==> images/clock_nets.png <==
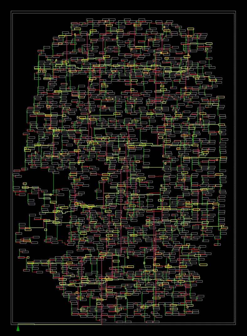
==> images/layers.png <==
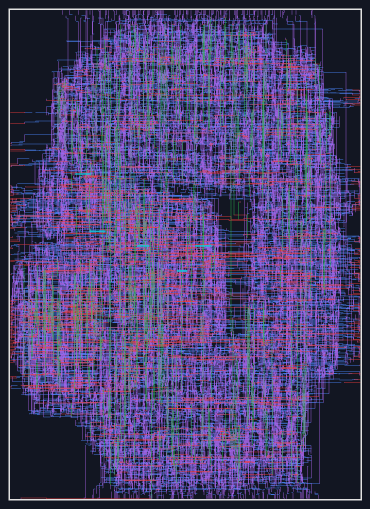
==> images/ff_map.png <==
Other sequential cells in the stronger grey, the rest of the logic in the fainter grey.
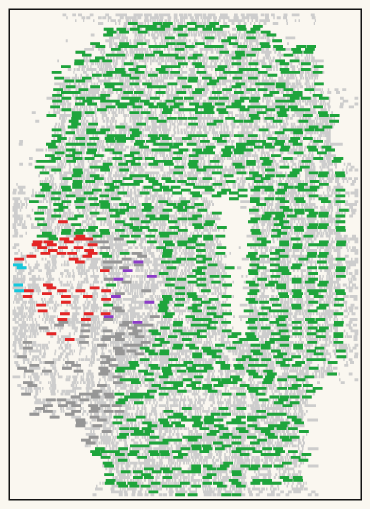
==> images/pinout.png <==
Pins as bars across the die edge, other pins in grey.
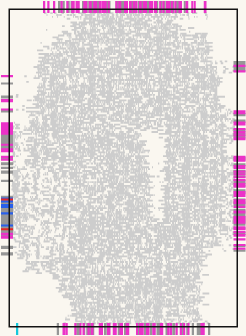
--- src/rtl/issue_queue_wakeup.sv ---
// issue_queue_wakeup
// Out-of-order issue queue. Entries are written into the lowest free slot.
// Operand ready bits are set by result-tag broadcasts. Each cycle the
// lowest-index entry with both operands ready is presented downstream.
module issue_queue_wakeup #(
    parameter int PAYLOAD_W  = 160,
    parameter int TAG_W      = 6,
    parameter int DEPTH      = 8,
    parameter int WAKE_PORTS = 2
) (
    input  logic                          CLK,
    input  logic                          RESET,
    input  logic                          FREEZE,
    input  logic                          flush,
    input  logic                          in_valid,
    output logic                          in_ready,
    input  logic [TAG_W-1:0]              in_dest,
    input  logic [TAG_W-1:0]              in_srcA,
    input  logic [TAG_W-1:0]              in_srcB,
    input  logic                          in_readyA,
    input  logic                          in_readyB,
    input  logic [PAYLOAD_W-1:0]          in_payload,
    input  logic [WAKE_PORTS-1:0]         wake_valid,
    input  logic [WAKE_PORTS*TAG_W-1:0]   wake_tag,
    output logic                          issue_valid,
    input  logic                          issue_ready,
    output logic [TAG_W-1:0]              issue_dest,
    output logic [PAYLOAD_W-1:0]          issue_payload,
    output logic [$clog2(DEPTH)-1:0]      issue_slot,
    output logic [$clog2(DEPTH):0]        count
);

    localparam int SLOT_W = $clog2(DEPTH);
    localparam int CNT_W  = SLOT_W + 1;

    // Entry storage
    logic [DEPTH-1:0]     valid_r;
    logic [DEPTH-1:0]     rdy_a_r;
    logic [DEPTH-1:0]     rdy_b_r;
    logic [TAG_W-1:0]     dest_r    [DEPTH];
    logic [TAG_W-1:0]     src_a_r   [DEPTH];
    logic [TAG_W-1:0]     src_b_r   [DEPTH];
    logic [PAYLOAD_W-1:0] payload_r [DEPTH];
    logic [CNT_W-1:0]     count_r;

    // Combinational helpers
    logic [DEPTH-1:0]     wake_a_s;
    logic [DEPTH-1:0]     wake_b_s;
    logic                 byp_a_s;
    logic                 byp_b_s;
    logic                 sel_found_s;
    logic [SLOT_W-1:0]    sel_slot_s;
    logic [SLOT_W-1:0]    free_slot_s;
    logic                 alloc_fire_s;
    logic                 issue_fire_s;

    // True when any valid broadcast carries exactly this tag
    function automatic logic tag_hit(
        input logic [TAG_W-1:0]            tag,
        input logic [WAKE_PORTS-1:0]       wv,
        input logic [WAKE_PORTS*TAG_W-1:0] wt
    );
        logic hit;
        hit = 1'b0;
        for (int p = 0; p < WAKE_PORTS; p++) begin
            if (wv[p] && (wt[p*TAG_W +: TAG_W] == tag)) begin
                hit = 1'b1;
            end else begin
                hit = hit;
            end
        end
        return hit;
    endfunction

    // Broadcast matches against stored sources and against the incoming sources (bypass)
    always_comb begin
        wake_a_s = '0;
        wake_b_s = '0;
        for (int i = 0; i < DEPTH; i++) begin
            wake_a_s[i] = tag_hit(src_a_r[i], wake_valid, wake_tag);
            wake_b_s[i] = tag_hit(src_b_r[i], wake_valid, wake_tag);
        end
        byp_a_s = in_readyA | tag_hit(in_srcA, wake_valid, wake_tag);
        byp_b_s = in_readyB | tag_hit(in_srcB, wake_valid, wake_tag);
    end

    // Lowest-index ready entry for issue and lowest-index free slot for allocate
    always_comb begin
        sel_found_s = 1'b0;
        sel_slot_s  = '0;
        free_slot_s = '0;
        for (int i = DEPTH - 1; i >= 0; i--) begin
            if (valid_r[i] && rdy_a_r[i] && rdy_b_r[i]) begin
                sel_found_s = 1'b1;
                sel_slot_s  = SLOT_W'(i);
            end else begin
                sel_found_s = sel_found_s;
            end
            if (!valid_r[i]) begin
                free_slot_s = SLOT_W'(i);
            end else begin
                free_slot_s = free_slot_s;
            end
        end
    end

    // Handshake qualification; a full queue refuses input even while issuing
    always_comb begin
        in_ready     = (count_r < CNT_W'(DEPTH));
        issue_valid  = sel_found_s && !FREEZE;
        alloc_fire_s = in_valid && in_ready && !FREEZE;
        issue_fire_s = issue_valid && issue_ready;
    end

    // Presented entry; zeroed whenever nothing is offered
    always_comb begin
        if (issue_valid) begin
            issue_dest    = dest_r[sel_slot_s];
            issue_payload = payload_r[sel_slot_s];
            issue_slot    = sel_slot_s;
        end else begin
            issue_dest    = '0;
            issue_payload = '0;
            issue_slot    = '0;
        end
        count = count_r;
    end

    // Entry state: flush wins over everything; otherwise wakeup, release, allocate
    always_ff @(posedge CLK or posedge RESET) begin
        if (RESET) begin
            valid_r <= '0;
            rdy_a_r <= '0;
            rdy_b_r <= '0;
            count_r <= '0;
            for (int i = 0; i < DEPTH; i++) begin
                dest_r[i]    <= '0;
                src_a_r[i]   <= '0;
                src_b_r[i]   <= '0;
                payload_r[i] <= '0;
            end
        end else if (flush) begin
            valid_r <= '0;
            rdy_a_r <= '0;
            rdy_b_r <= '0;
            count_r <= '0;
        end else begin
            // Wakeups are recorded even while frozen
            rdy_a_r <= rdy_a_r | (valid_r & wake_a_s);
            rdy_b_r <= rdy_b_r | (valid_r & wake_b_s);
            // Allocate and issue never target the same slot
            if (issue_fire_s) begin
                valid_r[sel_slot_s] <= 1'b0;
            end
            if (alloc_fire_s) begin
                valid_r[free_slot_s]   <= 1'b1;
                rdy_a_r[free_slot_s]   <= byp_a_s;
                rdy_b_r[free_slot_s]   <= byp_b_s;
                dest_r[free_slot_s]    <= in_dest;
                src_a_r[free_slot_s]   <= in_srcA;
                src_b_r[free_slot_s]   <= in_srcB;
                payload_r[free_slot_s] <= in_payload;
            end
            count_r <= count_r + CNT_W'(alloc_fire_s) - CNT_W'(issue_fire_s);
        end
    end

endmodule

--- config.mk ---
export PLATFORM = sky130hd
export DESIGN_NAME = issue_queue_wakeup
export DESIGN_NICKNAME = d
export VERILOG_FILES = /design/src/rtl/issue_queue_wakeup.sv
export SDC_FILE = /design/constraint.sdc
export NUM_CORES = 2
export LEC_CHECK = 0
export ABC_AREA = 1
export CORE_ASPECT_RATIO = 1.4
export CORE_MARGIN = 2
export CORE_UTILIZATION = 50
export DETAILED_ROUTE_END_ITERATION = 16
export GPL_TIMING_DRIVEN = 0
export PLACE_DENSITY = 0.77
export SYNTH_ARGS = -nofsm -noshare
export SYNTH_HDL_FRONTEND = slang
export SYNTH_SLANG_ARGS = --single-unit
--- constraint.sdc ---
create_clock -name CLK -period 69.6 [get_ports CLK]
set_input_delay 20.88 -clock CLK [delete_from_list [all_inputs] [get_ports CLK]]
set_output_delay 20.88 -clock CLK [all_outputs]
set_load 0.005 [all_outputs]
==> reports/results.txt <==
yosys warns: 0
hold_sp: payload_r[580]
most frequent cells in the layout: 2048 x nand2_1, 1615 x inv_1, 1452 x dfrtp_1, 1205 x nand3_1, 1146 x o21ai_1
combinational share of cell area: 33.57%
largest net degree at the start of global routing: 135
area leader, netlist: dfrtp_1
Worst R2R Path Depth: 12
Critical Path AT: 23.98 ns
Sw Share: 29.61%
r2r setup slk: 65.44 ns
vias in the first global route: 69380
Logic family by area: simple AND/OR/NAND/NOR gates
crit-path max cell delay: 0.84 ns
pwr dens: 26.01 nW/um^2
Synth async-reset ratio: 100.0%
Area Growth Syn to Fin: 15.52%
outcome: complete, but fails checks
most used cell, CP: clkdlybuf4s50_1
final hold vios: 0
met1 WL: 97.45 mm
Via density: 5.625
Pins Over Slew Limit: 11
r2r startpoint: valid_r[4]
Fin Hold WS: 0.4773 ns
Clock Root Buffer: clkbuf_16
CP Capture Type: output port
FMAX: 22.29 MHz
1st-pass router iterations: 6
total stage count of the critical path: 7
WP data required: 48.72 ns
DP Worst Slack: 24.73 ns
max reg flops: 1280
Slowest-stage cell, CP: buf_2
max_cap viols: 1
clock-pin transition on the worst setup and hold timing paths: 0.06 ns
Top cells by area: dfrtp_1 48%, nand2_1 10%, inv_1 8.1%
Distinct cells, synth: 42
GR Overflow Total: 0
flop share of the area: 41.81%
Synth Net Count: 10220
Seq/Total Area, Yosys: 48.30%
crit path to: issue_payload[109]
Hold Path End: payload_r[580]
wire per inst: 20.26 um
CTS buffer count: 146
failing checks: max-capacitance violations, max-slew violations
worst path bufs/invs: 5
Data buffer area share: 8.789%
Tmin final: 44.86 ns
Synth flops: 1452
CTS Hold Bufs: 0
fillers: 13480
DR vias: 71030
Pint: 1.591 mW
Gate power share: 18.1%
Layout clock area frac: 5.953%
CP Launch Point: FREEZE
Complex Gates by Area: 10.68%
R2R Path End: count[2]
yosys cell count: 10010
layout cell share with drive strength beyond 1: 8.026%
core area: 149700 um^2
Syn Area/Cell: 7.513 um^2
crit-path max FO: 10
Final TNS setup: 0 ns
site row count: 168
## Picture notes: clock_nets.png
Post-Route Skew: 0.02905 ns
Worst-Skew Late Latency: 0.82 ns
CTS sink count: 1452
flip-flops: 1452

## Picture notes: layers.png
- green: M4 (wire length 18500 um)
- cyan: M5 (wire length 59.8 um)
- red: M3 (wire length 22.4 mm)
- blue: M1 (wire length 97.5 mm)
- purple: M2 (wire length 117 mm)

## Picture notes: ff_map.png
- green: payload_r (placed flops 1280)
- purple: rdy_b_r (placed flops 8)
- cyan: count (placed flops 4; where middle left)
- red: src_b_r (placed flops 48; where middle left)
- not coloured: 112

## Picture notes: pinout.png
- red: wake_valid (pins 2; direction input; edge left)
- blue: in_srcB (pins 6; direction input; edge left)
- cyan: CLK (pins 1; direction input; edge bottom)
- magenta: in_payload (pins 160; direction input; edge 53 top, 46 right, 39 bottom, 22 left)
- all pins by edge: 99 top, 99 right, 95 left, 82 bottom
Die Width: 331.8 um
port bufs: 367
chip height: 463.0 um

Power figures rest on the tool's default switching activity, not on a simulated workload.
